run_1/class_map.png
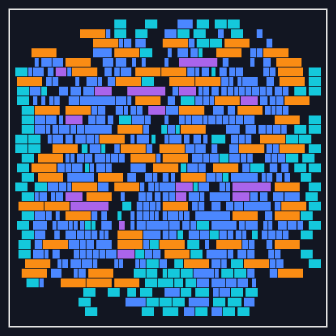
run_1/m4.png
Cells faint in the background.
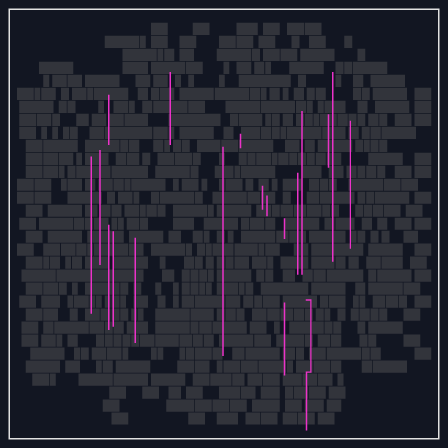
run_1/route_heat.png
18 x 18 tiles, from dark blue (low) to red (high), scaled to the fullest tile. Values are wire area over tile area, all layers added.
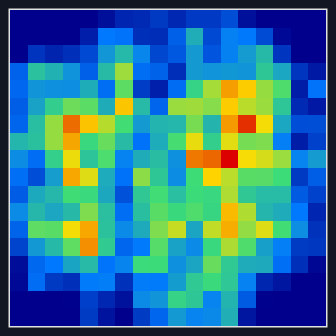
run_1/clock_nets.png
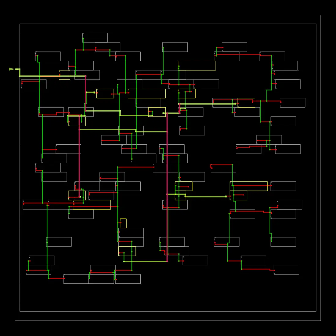
$ cat src/rtl/hazard_ctrl_unit.sv
// Pipeline stall/flush controller for the 5-stage core: load-use, taken-branch and
// multi-cycle memory freeze handling, with a wait watchdog and perf counters.
module hazard_ctrl_unit #(
  parameter int unsigned REG_AW  = 5,
  parameter int unsigned TIMEOUT = 16,
  parameter int unsigned CNT_W   = 32
) (
  input  logic              clk,
  input  logic              rst_n,
  input  logic [REG_AW-1:0] id_rs1,
  input  logic [REG_AW-1:0] id_rs2,
  input  logic [REG_AW-1:0] ex_rd,
  input  logic              ex_mem_read,
  input  logic              ex_branch_tkn,
  input  logic              mem_req,
  input  logic              mem_ready,
  output logic              en_pc,
  output logic              en_if_id,
  output logic              en_id_ex,
  output logic              en_ex_mem,
  output logic              en_mem_wb,
  output logic              clr_if_id,
  output logic              clr_id_ex,
  output logic              clr_ex_mem,
  output logic              clr_mem_wb,
  output logic              mem_timeout,
  output logic [CNT_W-1:0]  stall_cnt,
  output logic [CNT_W-1:0]  flush_cnt
);

  localparam int unsigned WC_W = $clog2(TIMEOUT + 1);

  typedef enum logic [1:0] {RUN, MEM_WAIT, HALT} state_t;

  state_t          state, next_state;
  logic [WC_W-1:0] wait_cnt, next_wait_cnt;
  logic            freeze_c, load_use_c, branch_c;

  assign freeze_c   = mem_req & ~mem_ready;
  assign branch_c   = ex_branch_tkn;
  assign load_use_c = ex_mem_read & (ex_rd != '0) &
                      ((ex_rd == id_rs1) | (ex_rd == id_rs2));

  // State register, wait watchdog counter and sticky timeout flag
  always_ff @(posedge clk) begin
    if (!rst_n) begin
      state       <= RUN;
      wait_cnt    <= '0;
      mem_timeout <= 1'b0;
    end else begin
      state       <= next_state;
      wait_cnt    <= next_wait_cnt;
      mem_timeout <= (next_state == HALT);
    end
  end

  // Next-state logic
  always_comb begin
    next_state    = state;
    next_wait_cnt = wait_cnt;
    case (state)
      RUN: begin
        if (freeze_c) begin
          next_state    = MEM_WAIT;
          next_wait_cnt = WC_W'(1);
        end
      end
      MEM_WAIT: begin
        if (freeze_c) begin
          if (wait_cnt == WC_W'(TIMEOUT - 1)) begin
            next_state = HALT;
          end else begin
            next_wait_cnt = wait_cnt + WC_W'(1);
          end
        end else begin
          next_state    = RUN;
          next_wait_cnt = '0;
        end
      end
      HALT:    next_state = HALT;
      default: begin
        next_state    = RUN;
        next_wait_cnt = '0;
      end
    endcase
  end

  // Enables/clears: F > B > L > normal; reset clears every pipe register
  always_comb begin
    en_pc      = 1'b1;
    en_if_id   = 1'b1;
    en_id_ex   = 1'b1;
    en_ex_mem  = 1'b1;
    en_mem_wb  = 1'b1;
    clr_if_id  = 1'b0;
    clr_id_ex  = 1'b0;
    clr_ex_mem = 1'b0;
    clr_mem_wb = 1'b0;
    if (!rst_n) begin
      {en_pc, en_if_id, en_id_ex, en_ex_mem, en_mem_wb} = '0;
      {clr_if_id, clr_id_ex, clr_ex_mem, clr_mem_wb}    = '1;
    end else if (state == HALT) begin
      {en_pc, en_if_id, en_id_ex, en_ex_mem, en_mem_wb} = '0;
    end else if (freeze_c) begin
      {en_pc, en_if_id, en_id_ex, en_ex_mem, en_mem_wb} = '0;
      clr_mem_wb = 1'b1;
    end else if (branch_c) begin
      clr_if_id = 1'b1;
      clr_id_ex = 1'b1;
    end else if (load_use_c) begin
      en_pc     = 1'b0;
      en_if_id  = 1'b0;
      clr_id_ex = 1'b1;
    end
  end

  // Saturating performance counters, frozen in HALT
  always_ff @(posedge clk) begin
    if (!rst_n) begin
      stall_cnt <= '0;
      flush_cnt <= '0;
    end else if (state != HALT) begin
      if (!en_pc && (stall_cnt != '1)) begin
        stall_cnt <= stall_cnt + CNT_W'(1);
      end
      if (!freeze_c && branch_c && (flush_cnt != '1)) begin
        flush_cnt <= flush_cnt + CNT_W'(1);
      end
    end
  end

endmodule

$ cat config.mk
export PLATFORM = sky130hd
export DESIGN_NAME = hazard_ctrl_unit
export DESIGN_NICKNAME = d
export VERILOG_FILES = /design/src/rtl/hazard_ctrl_unit.sv
export SDC_FILE = /design/constraint.sdc
export NUM_CORES = 1
export LEC_CHECK = 0
export ABC_CLOCK_PERIOD_IN_PS = 2600
export CAP_MARGIN = 20
export CORE_UTILIZATION = 50
export CTS_CLUSTER_SIZE = 40
export DETAILED_ROUTE_END_ITERATION = 10
export GPL_TIMING_DRIVEN = 0
export PLACE_DENSITY = 0.88
export SLEW_MARGIN = 20
export SYNTH_ARGS = -nofsm -noshare
export SYNTH_HDL_FRONTEND = slang
export SYNTH_SLANG_ARGS = --single-unit
$ cat constraint.sdc
create_clock -name clk -period 2.6 [get_ports clk]
set_clock_uncertainty 0.1 [all_clocks]
set_input_delay 0.39 -clock clk [delete_from_list [all_inputs] [get_ports clk]]
set_output_delay 0.39 -clock clk [all_outputs]
set_load 0.005 [all_outputs]
==> flow_summary.ini, run 1 <==
; generated from flow reports
[status]
run_status = finished clean

[finish]
n_all_inverters = 5
n_fill_cell = 539
antenna_cells_inserted = 0

[grt]
grt_busiest_layer = met2
global_route.overflow_total = 0
grt_start_max_net_pins = 14
globalRouteMet3Util_pct = 7.13

[job]
warning_count = 27

[timing]
holdWs_ps = 370
unrepaired_setup_endpoints_after_global_routing = false

[detailed_routing]
highest_layer = met4
drc = 0
routed_met1_length_um = 4380

[synth]
netlist.top_cell.by_instances = dfxtp_1
synth-seq-cells = 72
synth.cellmix.compoundShare_pct = 14.2

[pwr]
total_leakage_power_nw = 1.84

[setup_path]
r2r_setup_slack_ps = 150
worstSetupStartpoint = id_rs2[4]
critical_path.reg2reg.endpoint = flush_cnt[10]
critical_path.cell_chain = clkdlybuf4s50_1 > xnor2_1 > nand3_1 > o22ai_4 > buf_4 > nand4b_1 > nand3_1 > dlygate4sd2_1

[die]
die-height_um = 89.7
-- class_map.png (at the start) --
legend:
  sequential cells:
    colour: orange
    cells: 72
    share_of_their_area: 28%
  clock drivers and dummy loads:
    colour: purple
    cells: 16
    share_of_their_area: 5.2%
  remaining logic cells:
    colour: blue
    cells: 360
    share_of_their_area: 46%
  remaining buffers and delay cells:
    colour: cyan
    cells: 122
    share_of_their_area: 21%

-- m4.png (at the start) --
wire length on this layer: 380 um
longest straight run: 43.5 um
main direction: vertical
share of all routed wire: 3.5%

-- route_heat.png (at the start) --
tiles over half the peak: 23%
mean over tiles: 0.23
fullest tile: 0.68
nearly empty tiles: 12%

-- clock_nets.png (at the start) --
power attributed to the clock group: 0.00119 W
total clock buffers created by CTS: 9
number of sequential cells in the layout: 72
CTS sink count: 72
number of clock-tree buffers in the layout: 9

run 1: layout by cell type (no fill, tap or decap), drive strengths merged, types with 18 or more instances in the layout:
cell	Yosys	final
clkdlybuf4s50	0	84
dfxtp	72	72
nor2	40	40
nand3	36	36
a21oi	36	36
nand2	32	32
o21ai	29	29
xnor2	26	26
or3	22	22
clkbuf	11	20
nor3	18	18
nand4	18	18
buf	14	18
run 1: sequential cells by signal, indices dropped and copies added, names as in the netlist:
signal,flops
flush_cnt,32
stall_cnt,32
mem_timeout,1
wait_cnt,5
state,2
run 1: power by group:
part | leakage, nW | internal, W | switching, W
Clock | 0.134 | 0.000738 | 0.000453
Sequential | 0.581 | 0.00111 | 0.0000131
Combinational | 1.13 | 0.000110 | 0.000116
==> run 2, diff against run 1 <==
--- a/config.mk
+++ b/config.mk
@@ -7,6 +7,7 @@
 export LEC_CHECK = 0
 export ABC_CLOCK_PERIOD_IN_PS = 2600
 export CAP_MARGIN = 20
+export CORE_MARGIN = 10
 export CORE_UTILIZATION = 50
 export CTS_CLUSTER_SIZE = 40
 export DETAILED_ROUTE_END_ITERATION = 10
run_2/clock_wires.png
Bar = 20 um.
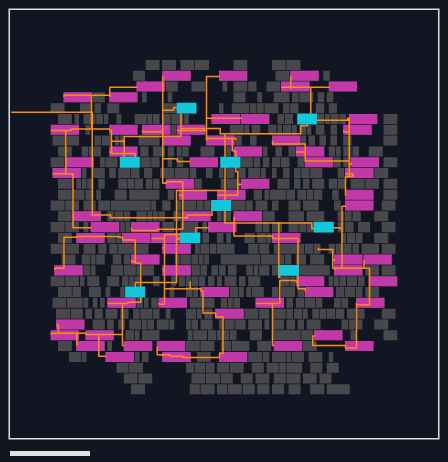
legend:
  flip-flops:
    colour: magenta
    count: 72
  clock wires:
    colour: orange
    length: 931 um
  clock-net drivers:
    colour: cyan
    count: 9
routed clock nets: 10

==> run 2 against run 1 <==
Compared with the run above: clock-buffer cell count increased by 2; die area is 44% higher; fmax fell by 0.69%; via count shrank 1.2%; combinational power fell by 6%; area after synthesis unchanged; critical path depth is 3 lower; utilization shrank 2.8 points; hold slack worse by 15 ps; cell area shrank 3.3%; largest cell class unchanged; largest power group is now registers; highest routed layer unchanged.
==> flow_summary.ini, run 2 <==
; generated from flow reports
[pwr]
clkPwrFrac_pct = 35.9
power-top-group = registers
power_switching_share_pct = 25.6
total_sequential_power_w = 0.00112
power_combinational_w = 0.000212
clockNetworkPower_w = 0.000749
power.switching_w = 0.000535
proportion_of_power_drawn_by_combinational_gates_pct = 10.1
internal-power_w = 0.00155
pwr-share-seq_pct = 53.9
total_leakage_power_nw = 1.73
total_power_of_the_final_layout_w = 0.00209

[detailed_routing]
detailroute.via_count = 3991
drc = 0

[die]
floorplan.die_area_um2 = 11600
die-height_um = 108
fp-utilization_pct = 52.1
floorplan.io_pins = 95

[clocking]
numCtsBuffers = 9
h_tree_levels = 3
tritoncts_num_sinks = 72
cts_hold_repair.buffers = 0

[finish]
layout_top_cell = clkdlybuf4s50_1
clock_buffer_count = 11
layout.sequential_cells = 72
top_regs = flush_cnt (32), stall_cnt (32), wait_cnt (5)
antenna_cells_inserted = 0
n_fill_cell = 573
n_all_inverters = 5
most-common-layout-cells = 85 x clkdlybuf4s50_1, 72 x dfxtp_1, 40 x nor2_1, 35 x nand3_1, 34 x a21oi_1
syn_to_final_growth_pct = 33.2
seqCellArea_um2 = 1440
sh_comb_area_pct = 45.0

[synth]
netlist.top_cell.by_instances = dfxtp_1
synth-seq-cells = 72
enable_flop_cells = 0
synth.avg_cell_area_um2 = 8.41

[setup_path]
critical_path.n_buffers_inverters = 3
critPathLaunchType = input pin
r2r_setup_slack_ps = 120
critical_path.cell_chain = clkdlybuf4s50_1 > nand2b_1 > and3_1 > buf_4 > clkdlybuf4s50_1
critical_path.reg2reg.endpoint = flush_cnt[21]
worstSetupStartpoint = mem_ready

[timing]
final.period_utilization_pct = 97.4
unrepaired_setup_endpoints_after_global_routing = false
finalWorstPathRequiredPeriod_ps = 2530

[status]
run_status = finished clean

[job]
warning_count = 26

[grt]
grt_start_max_net_pins = 17
global_route.overflow_total = 0
[run 2: cell counts after synthesis]
No cell type changed its count.
[run 2: stage by stage]
step	hold slack (ps)	cells	util (%)
after floorplan	339	457	-
after global placement	350	649	66.4
after detailed placement	369	649	66.4
after CTS	347	666	69.3
after global routing	379	666	69.4
final	355	666	69.4
[run 2: routing by layer]
metal,GRT usage (%),routed length (um)
met2,33.7,5740
met3,5.99,924
met4,5.25,155
met1,21.2,4390
met5,0,0
[run 2: logic make-up (layout without fill, tap and decap cells)]
family	after synthesis	in the layout	share of synthesized area (%)
AOI/OAI and AO/OA	85	85	14.2
xor gates and xnor gates	39	39	8.89
adders and majority gates	4	4	1.30
buffers and inverters	30	140	4.01
DFF	72	72	37.5
muxes	3	3	0.782
and+or+nand+nor	224	224	33.3
No activity file was given, so power comes from the tool's default toggle rates.
